==> config.mk <==
export PLATFORM = sky130hd
export DESIGN_NAME = bcd_time_counter_flat
export DESIGN_NICKNAME = d
export VERILOG_FILES = /design/src/rtl/bcd_time_counter_pkg.sv /design/src/rtl/bcd_time_counter_if.sv /design/src/rtl/bcd_time_counter_bcd2.sv /design/src/rtl/bcd_time_counter.sv /design/src/flat_wrapper.sv
export SDC_FILE = /design/constraint.sdc
export NUM_CORES = 1
export LEC_CHECK = 0
export CAP_MARGIN = 20
export CORE_UTILIZATION = 47
export CTS_CLUSTER_DIAMETER = 50
export CTS_CLUSTER_SIZE = 10
export DETAILED_ROUTE_END_ITERATION = 10
export GPL_TIMING_DRIVEN = 0
export PLACE_DENSITY = 0.79
export SKIP_CTS_REPAIR_TIMING = 1
export SLEW_MARGIN = 30
export SYNTH_ARGS = -nofsm -noshare
export SYNTH_HDL_FRONTEND = slang
export SYNTH_SLANG_ARGS = --single-unit
==> constraint.sdc <==
create_clock -name iClock50M -period 2.1 [get_ports iClock50M]
set_input_delay 0.315 -clock iClock50M [delete_from_list [all_inputs] [get_ports iClock50M]]
set_output_delay 0.315 -clock iClock50M [all_outputs]
set_load 0.05 [all_outputs]
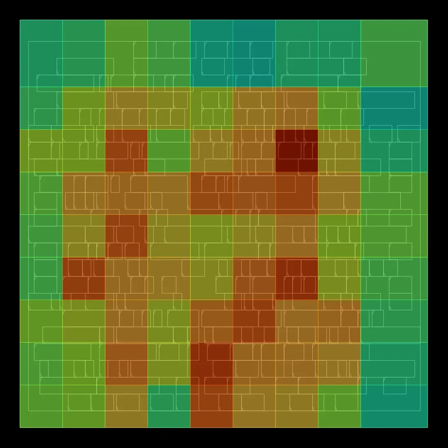
**Above:** run 1 (track usage over the die).
Total Routing Usage GR: 25.6%
GRT met2 Usage: 43.4%

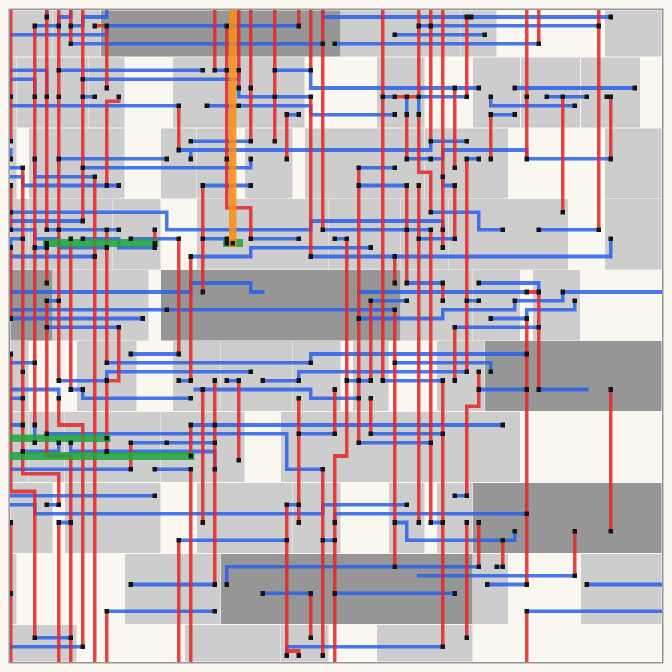
**Above:** run 1 (layout detail).
Region (37, 4) to (62, 29) um. Cells in gray, sequential cells in the stronger gray; small squares are vias.
- red: met2
- orange: met4
- blue: met1
- green: met3
- cells with their middle in the window: 58
- sequential cells in the window: 5
- most frequent: clkdlybuf4s50_1 (13), o21ai_0 (6), nand2_1 (6)

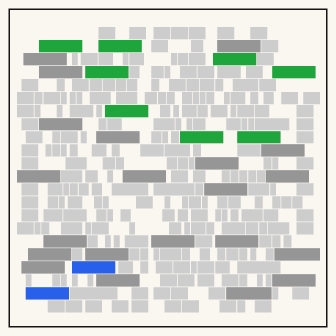
**Above:** run 1 (register map, names as in the netlist).
Other sequential cells in the stronger gray, the rest of the logic in the fainter gray.
- blue: `u_core.sync_q` (sequential cells 2)
- green: `u_core.u_hour.val_o` (sequential cells 8)
seq pwr: 0.783 mW
register share of the cell area: 28.7%
Register Area: 778 um2
final cell utilization of the core: 71.4%

==> results.py, run 1 <==
# Synthesis and PnR figures
metrics = {
    "synthesis": {
        "ff_type": "dfrtp_1",
        "synth_flops": 31,
        "synthTopCellsByArea": "dfrtp_1, ha_1, o21ai_0",
        "floorplan.nets": 245,
        "ys_seq_share_pct": 40.3,
        "edf_count": 0,
        "yosysUniqueCellTypes": 52,
        "yosysTopAreaCell": "dfrtp_1",
        "syn-cell-area_um2": 1930,
        "async_flop_share_pct": 100,
        "ys_cells": 206,
        "synth_top_area_share_pct": 40.3,
        "synth_area_per_cell_um2": 9.35,
        "yosys_area_um2": 1930,
        "syn_inst": 206,
        "yosys_warnings": 0,
    },
    "clocking": {
        "root_buffer": "clkbuf_8",
        "clk_pin_slew_worst_paths_ns": 0.06,
        "cts_buffers": 5,
        "clock_sinks": 31,
        "htree_levels": 2,
        "clockBufferDepth": 2,
        "clk_latency_ns": 0.29,
        "cts_tree": "built",
    },
    "layout": {
        "area_growth_pct": 40.8,
        "diodes": 0,
        "layout-drive-gt1-share_pct": 11.7,
        "final-comb-area_um2": 1100,
        "final_cells": 322,
        "layout_top_cell": "clkdlybuf4s50_1",
        "fill_cells": 299,
        "lay_top_cells": "clkdlybuf4s50_1, dfrtp_1, nand2_1, o21ai_0, nor2_1",
        "fin_nets": 313,
        "stdcell_area_um2": 2710,
    },
    "die": {
        "die_area_um2": 4360,
        "die_y_um": 66.0,
        "core_um2": 3800,
        "num_io_pins": 56,
        "fp-utilization_pct": 50.7,
        "die-width_um": 66.0,
        "rows": 22,
    },
    "power": {
        "p_leak_nw": 1.17,
        "power_density_nw_per_um2": 704,
        "ir_drop_mv": 0.456,
    },
    "timing": {
        "tightest_slew_ns": 0.559,
        "slew_headroom_pct": 62.6,
        "hold_viol": 0,
        "setup_tns_ns": 0,
        "period_used_pct": 96.5,
        "setup_violations": 0,
        "skew_ns": 0.0140,
        "slew_violations": 0,
        "rsz0062_at_grt": "true",
        "fin_crit_ns": 2.03,
        "max_freq_ghz": 0.494,
    },
    "detailed_routing": {
        "wirelength_mm": 5.11,
        "ant_nets": 0,
        "drtPass1Iterations": 4,
        "num_vias": 1806,
        "drtIter0Drc": 134,
        "routed_via_density": 5.61,
        "wl_per_cell_um": 15.9,
        "drc": 0,
    },
    "critical_path": {
        "required_ns": 2.27,
        "path_depth": 5,
        "worst-r2r-setup-slack_ns": 0.13,
        "crit_fanout": 3,
        "cp_slowest_cell": "or4b_4",
        "crit_buf_inv": 1,
        "critPathKind": "primary input to flip-flop",
        "worstPathCellList": "clkdlybuf4s50_1, or4b_4, nor3_2, a21oi_1, a211o_1",
        "cp.arrival_ns": 2.20,
        "critical-path-max-stage-delay_ns": 0.60,
        "endpoint_kind": "flip-flop",
        "cp_top_family": "simple AND/OR/NAND/NOR gates",
        "critPathLaunchType": "primary input",
        "reg2reg_depth": 8,
    },
    "place": {
        "dp.cells": 310,
        "routabilityCongestion": 0.852,
        "placed_cell_area_um2": 2560,
        "dp_hpwl_mm": 3.66,
        "portBuffers": 55,
    },
    "outcome": {
        "status": "completed",
    },
    "job": {
        "max_cap_violations": 0,
        "warning_count": 33,
    },
    "worst_hold_path": {
        "min_path_type": "flip-flop to flip-flop",
        "min_delay_path_depth": 2,
    },
    "global_route": {
        "grt_pass1_vias": 1752,
        "antenna_found_initial": 0,
        "grt-ovfl-total": 0,
        "grt_start_max_net_pins": 19,
        "grt_pass1_wl_mm": 8.25,
    },
}
-- run 1: final cells by class --
type,instances,area share [%]
Sequential cell,31,28.7
Inverter,10,1.38
Multi-Input combinational cell,159,40.4
Buffer,5,1.66
Tap cell,48,2.21
Clock buffer,7,2.81
Timing Repair Buffer,62,22.9
-- run 1: per-layer routing --
layer / share of wire [%] / wire length, um / global-route usage [%] / vias to the layer above
met5: 0 / 0 / 0 / -
met3: 3.7 / 189 / 4.14 / 6
met1: 47 / 2400 / 32.1 / 859
met4: 1.3 / 66 / 10.9 / 0
met2: 48 / 2450 / 43.4 / 51
li1: - / - / - / 890
-- run 1: synthesized netlist by cell type (2+ instances only) --
| cell type | number |
|---|---|
| o21a_1 | 2 |
| ha_1 | 10 |
| or3_1 | 2 |
| a211o_1 | 2 |
| clkbuf_1 | 3 |
| a32oi_1 | 2 |
| dfrtp_1 | 31 |
| nand2b_1 | 5 |
| nor3_1 | 7 |
| nor2b_1 | 2 |
| nand3b_1 | 4 |
| nand4b_1 | 2 |
| xor2_1 | 2 |
| nand4_1 | 4 |
| a2bb2oi_1 | 2 |
| and3_1 | 3 |
| nor4_1 | 3 |
| nor2_1 | 11 |
| o21ai_0 | 21 |
| inv_1 | 10 |
| mux2i_1 | 5 |
| nand3_1 | 3 |
| a21oi_1 | 10 |
| nand2_1 | 27 |
| a31oi_1 | 4 |
| and2_1 | 2 |
| and3b_1 | 2 |
-- run 1: power by group --
group / switching (mW) / internal (mW)
clock: 0.220 / 0.228
combinational: 0.391 / 0.289
sequential: 0.114 / 0.669
total: 0.725 / 1.19
-- run 1: through the flow --
| step | hold WS, ns | setup slack [ns] | power [mW] |
|---|---|---|---|
| 2_1_floorplan | 0.0194 | -0.0450 | 1.16 |
| 3_3_place_gp | 0.435 | -0.321 | 1.40 |
| 3_5_place_dp | 0.245 | -0.353 | 1.42 |
| 4_1_cts | -0.0597 | -0.217 | 1.87 |
| 5_1_grt | 0.490 | -0.00412 | 2.01 |
| 6_report | 0.449 | 0.0737 | 1.91 |
-- run 1: worst min-delay path, delay by kind of cell (launching register included) --
kind,cells,cell delay [ns]
simple gates,2,0.10
flops,1,0.32
-- run 1: cell families (layout without fill, tap and decap cells) --
| group | count (synthesis) | after routing | synth area share, % |
|---|---|---|---|
| compound gates | 53 | 53 | 17.4 |
| fa+ha+maj | 10 | 10 | 6.49 |
| xor+xnor | 3 | 3 | 1.36 |
| other cells | 1 | 1 | 0.195 |
| flops | 31 | 31 | 40.3 |
| buf+inv | 16 | 84 | 4.42 |
| mux | 6 | 6 | 3.18 |
| simple gates | 86 | 86 | 26.7 |
## Run 2: what changed since run 1
--- a/config.mk
+++ b/config.mk
@@ -6,12 +6,12 @@
 export NUM_CORES = 1
 export LEC_CHECK = 0
 export CAP_MARGIN = 20
-export CORE_UTILIZATION = 47
+export CORE_UTILIZATION = 43
 export CTS_CLUSTER_DIAMETER = 50
 export CTS_CLUSTER_SIZE = 10
 export DETAILED_ROUTE_END_ITERATION = 10
 export GPL_TIMING_DRIVEN = 0
-export PLACE_DENSITY = 0.79
+export PLACE_DENSITY = 0.76
 export SKIP_CTS_REPAIR_TIMING = 1
 export SLEW_MARGIN = 30
 export SYNTH_ARGS = -nofsm -noshare
==> constraint.sdc (replaced) <==
create_clock -name iClock50M -period 1.7 [get_ports iClock50M]
set_input_delay 0.255 -clock iClock50M [delete_from_list [all_inputs] [get_ports iClock50M]]
set_output_delay 0.255 -clock iClock50M [all_outputs]
set_load 0.05 [all_outputs]
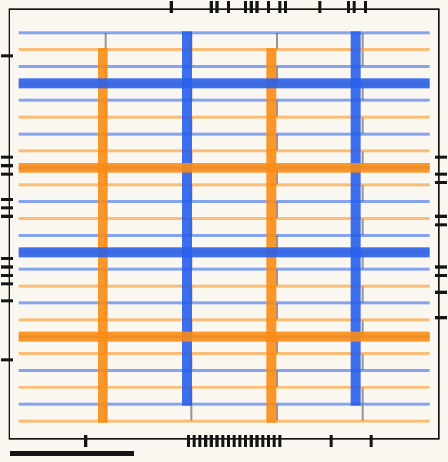
**Above:** run 2 (floorplan with the power grid).
Bar = 20 um. Pins as bars on the die edge. Tap cells in gray.
- blue: VDD
- orange: VSS
- met1 rails: 24
- tap cells: 50
- signal pins: 56
Die W: 68.9 um
Peak VDD IR: 0.604 mV
core area: 4140 um2

==> run 2 against run 1 <==
Compared with the run above: the flow now finishes with violations (negative setup slack); sequential share of layout area fell by 3.6 points; power rose by 31%; synthesized area did not move; highest routed layer unchanged; critical path type is now flip-flop to flip-flop; largest power group unchanged; critical endpoint is now u_core.u_min.val_o[3]; first-iteration DRC count rose by 21%.
==> results.py, run 2 <==
# Synthesis and PnR figures
metrics = {
    "layout": {
        "lay_top_cells": "dlymetal6s2s_1, dfrtp_1, nand2_1, buf_4, clkdlybuf4s50_1",
        "area_growth_pct": 62.1,
        "final-comb-area_um2": 1200,
        "final_cells": 344,
        "diodes": 0,
        "fin_nets": 333,
        "regArea_um2": 785,
    },
    "global_route": {
        "grt-ovfl-total": 0,
        "grt_start_max_net_pins": 22,
        "grtUsageTotal_pct": 24.0,
        "grt_pass1_vias": 1657,
        "grt_pass1_wl_mm": 8.14,
        "antenna_found_initial": 0,
    },
    "synthesis": {
        "yosys_warnings": 0,
        "syn-cell-area_um2": 1930,
        "common_cells": "dfrtp_1, nand2_1, o21ai_0, nor2_1",
        "async_flop_share_pct": 100,
        "synth_top_area_share_pct": 40.3,
        "yosys_area_um2": 1930,
        "yosysTopAreaCell": "dfrtp_1",
        "synth_area_per_cell_um2": 9.35,
        "yosysUniqueCellTypes": 52,
        "synth_flops": 31,
        "ys_seq_share_pct": 40.3,
        "floorplan.nets": 245,
    },
    "place": {
        "portBuffers": 55,
        "dp.cells": 312,
        "placed_cell_area_um2": 2590,
        "routabilityCongestion": 0.870,
    },
    "timing": {
        "max_freq_ghz": 0.504,
        "fin_crit_ns": 1.98,
        "setup_violations": 21,
        "fin_ws_ns": -0.283,
        "rsz0062_at_grt": "true",
        "setup_tns_ns": -3.25,
        "slew_violations": 0,
        "period_used_pct": 117,
        "slew_headroom_pct": 53.3,
        "skew_ns": 0.00743,
        "tightest_slew_ns": 0.698,
    },
    "die": {
        "die_area_um2": 4750,
        "num_io_pins": 56,
        "rows": 23,
        "fp-utilization_pct": 46.5,
    },
    "clocking": {
        "clk_pin_slew_worst_paths_ns": 0.07,
        "htree_levels": 2,
        "clock_sinks": 31,
        "clk_latency_ns": 0.29,
        "cts_tree": "built",
        "cts_buffers": 5,
    },
    "power": {
        "combinationalPowerShare_pct": 37.6,
        "p_int_mw": 1.55,
        "power_density_nw_per_um2": 799,
        "clkPwrFrac_pct": 24.3,
        "p_sw_mw": 0.945,
        "p_leak_nw": 1.84,
    },
    "critical_path": {
        "reg2reg_depth": 9,
        "critPathLaunchType": "flip-flop",
        "required_ns": 1.91,
    },
    "job": {
        "max_cap_violations": 0,
        "warning_count": 33,
    },
    "detailed_routing": {
        "wl_per_cell_um": 17.4,
        "drtPass1Iterations": 4,
        "routed_via_density": 5.65,
        "drtIter0Drc": 162,
        "drc": 0,
        "wirelength_mm": 5.98,
    },
    "outcome": {
        "violations": "negative setup slack",
        "status": "finished, violations left",
    },
    "worst_hold_path": {
        "min_delay_path_depth": 3,
    },
}
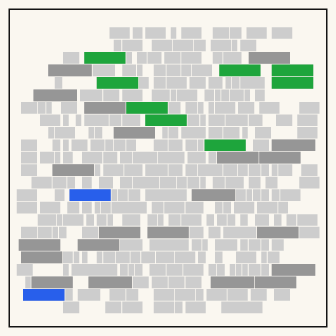
**Above:** run 2 (register map, names as in the netlist).
Other sequential cells in the stronger gray, the rest of the logic in the fainter gray.
- blue: `u_core.sync_q` (sequential cells 2)
- green: `u_core.u_hour.val_o` (sequential cells 8)
register share of the cell area: 25.1%
seq pwr: 0.952 mW
final cell utilization of the core: 75.4%

-- run 2: cell counts after synthesis --
Identical to the previous run, type by type.
-- run 2: metal layers --
| layer | wire (um) | global-route usage [%] | vias up |
|---|---|---|---|
| met4 | 103 | 11.7 | 0 |
| met5 | 0 | 0 | - |
| met3 | 300 | 4.11 | 12 |
| met1 | 2540 | 31.7 | 942 |
| li1 | - | - | 928 |
| met2 | 3040 | 37.6 | 61 |
-- run 2: layout make-up --
type	count	area share, %
inverter	10	1.20
timing repair buffer	83	28.7
tap	50	2.00
multi-input combinational	159	38.4
sequential	31	25.1
clock inverter	1	0.160
buffer	4	1.80
clock buffer	6	2.64
-- run 2: power by group through the flow --
| stage | clock network, mW | logic (mW) | registers, mW |
|---|---|---|---|
| finish | 0.605 | 0.937 | 0.952 |
| detailed placement | 0 | 0.816 | 0.974 |
| CTS | 0.608 | 0.818 | 0.962 |
| global placement | 0 | 0.792 | 0.974 |
| floorplan | 0 | 0.225 | 1.23 |
| global route | 0.644 | 1.00 | 0.967 |
-- run 2: worst max-delay path, stage by stage (launching register included) --
cell and delay, ns:
dfrtp_2 0.41, inv_2 0.07, ha_4 0.14, and3b_1 0.17
buf_6 0.12, nor4b_4 0.36, buf_4 0.20, and4b_1 0.19
o21ai_1 0.08, a2bb2oi_1 0.15
-- run 2: logic make-up (layout without fill, tap and decap cells) --
kind of cell,after synthesis,in the layout,synth area share [%]
AOI/OAI and AO/OA,53,53,17.4
xor gates and xnor gates,3,3,1.36
adders and majority gates,10,10,6.49
buffers and inverters,16,104,4.42
DFF,31,31,40.3
muxes,6,6,3.18
other,1,1,0.195
and+or+nand+nor,86,86,26.7
-- run 2: through the flow --
| step | worst slack, ns | power (mW) | hold slack, ns |
|---|---|---|---|
| after floorplan | -0.319 | 1.45 | -0.0406 |
| after global placement | -0.696 | 1.77 | 0.429 |
| after detailed placement | -0.727 | 1.79 | 0.159 |
| after CTS | -0.514 | 2.39 | -0.154 |
| after global routing | -0.356 | 2.61 | 0.262 |
| final | -0.283 | 2.49 | 0.259 |
No activity file was given, so power comes from the tool's default toggle rates.
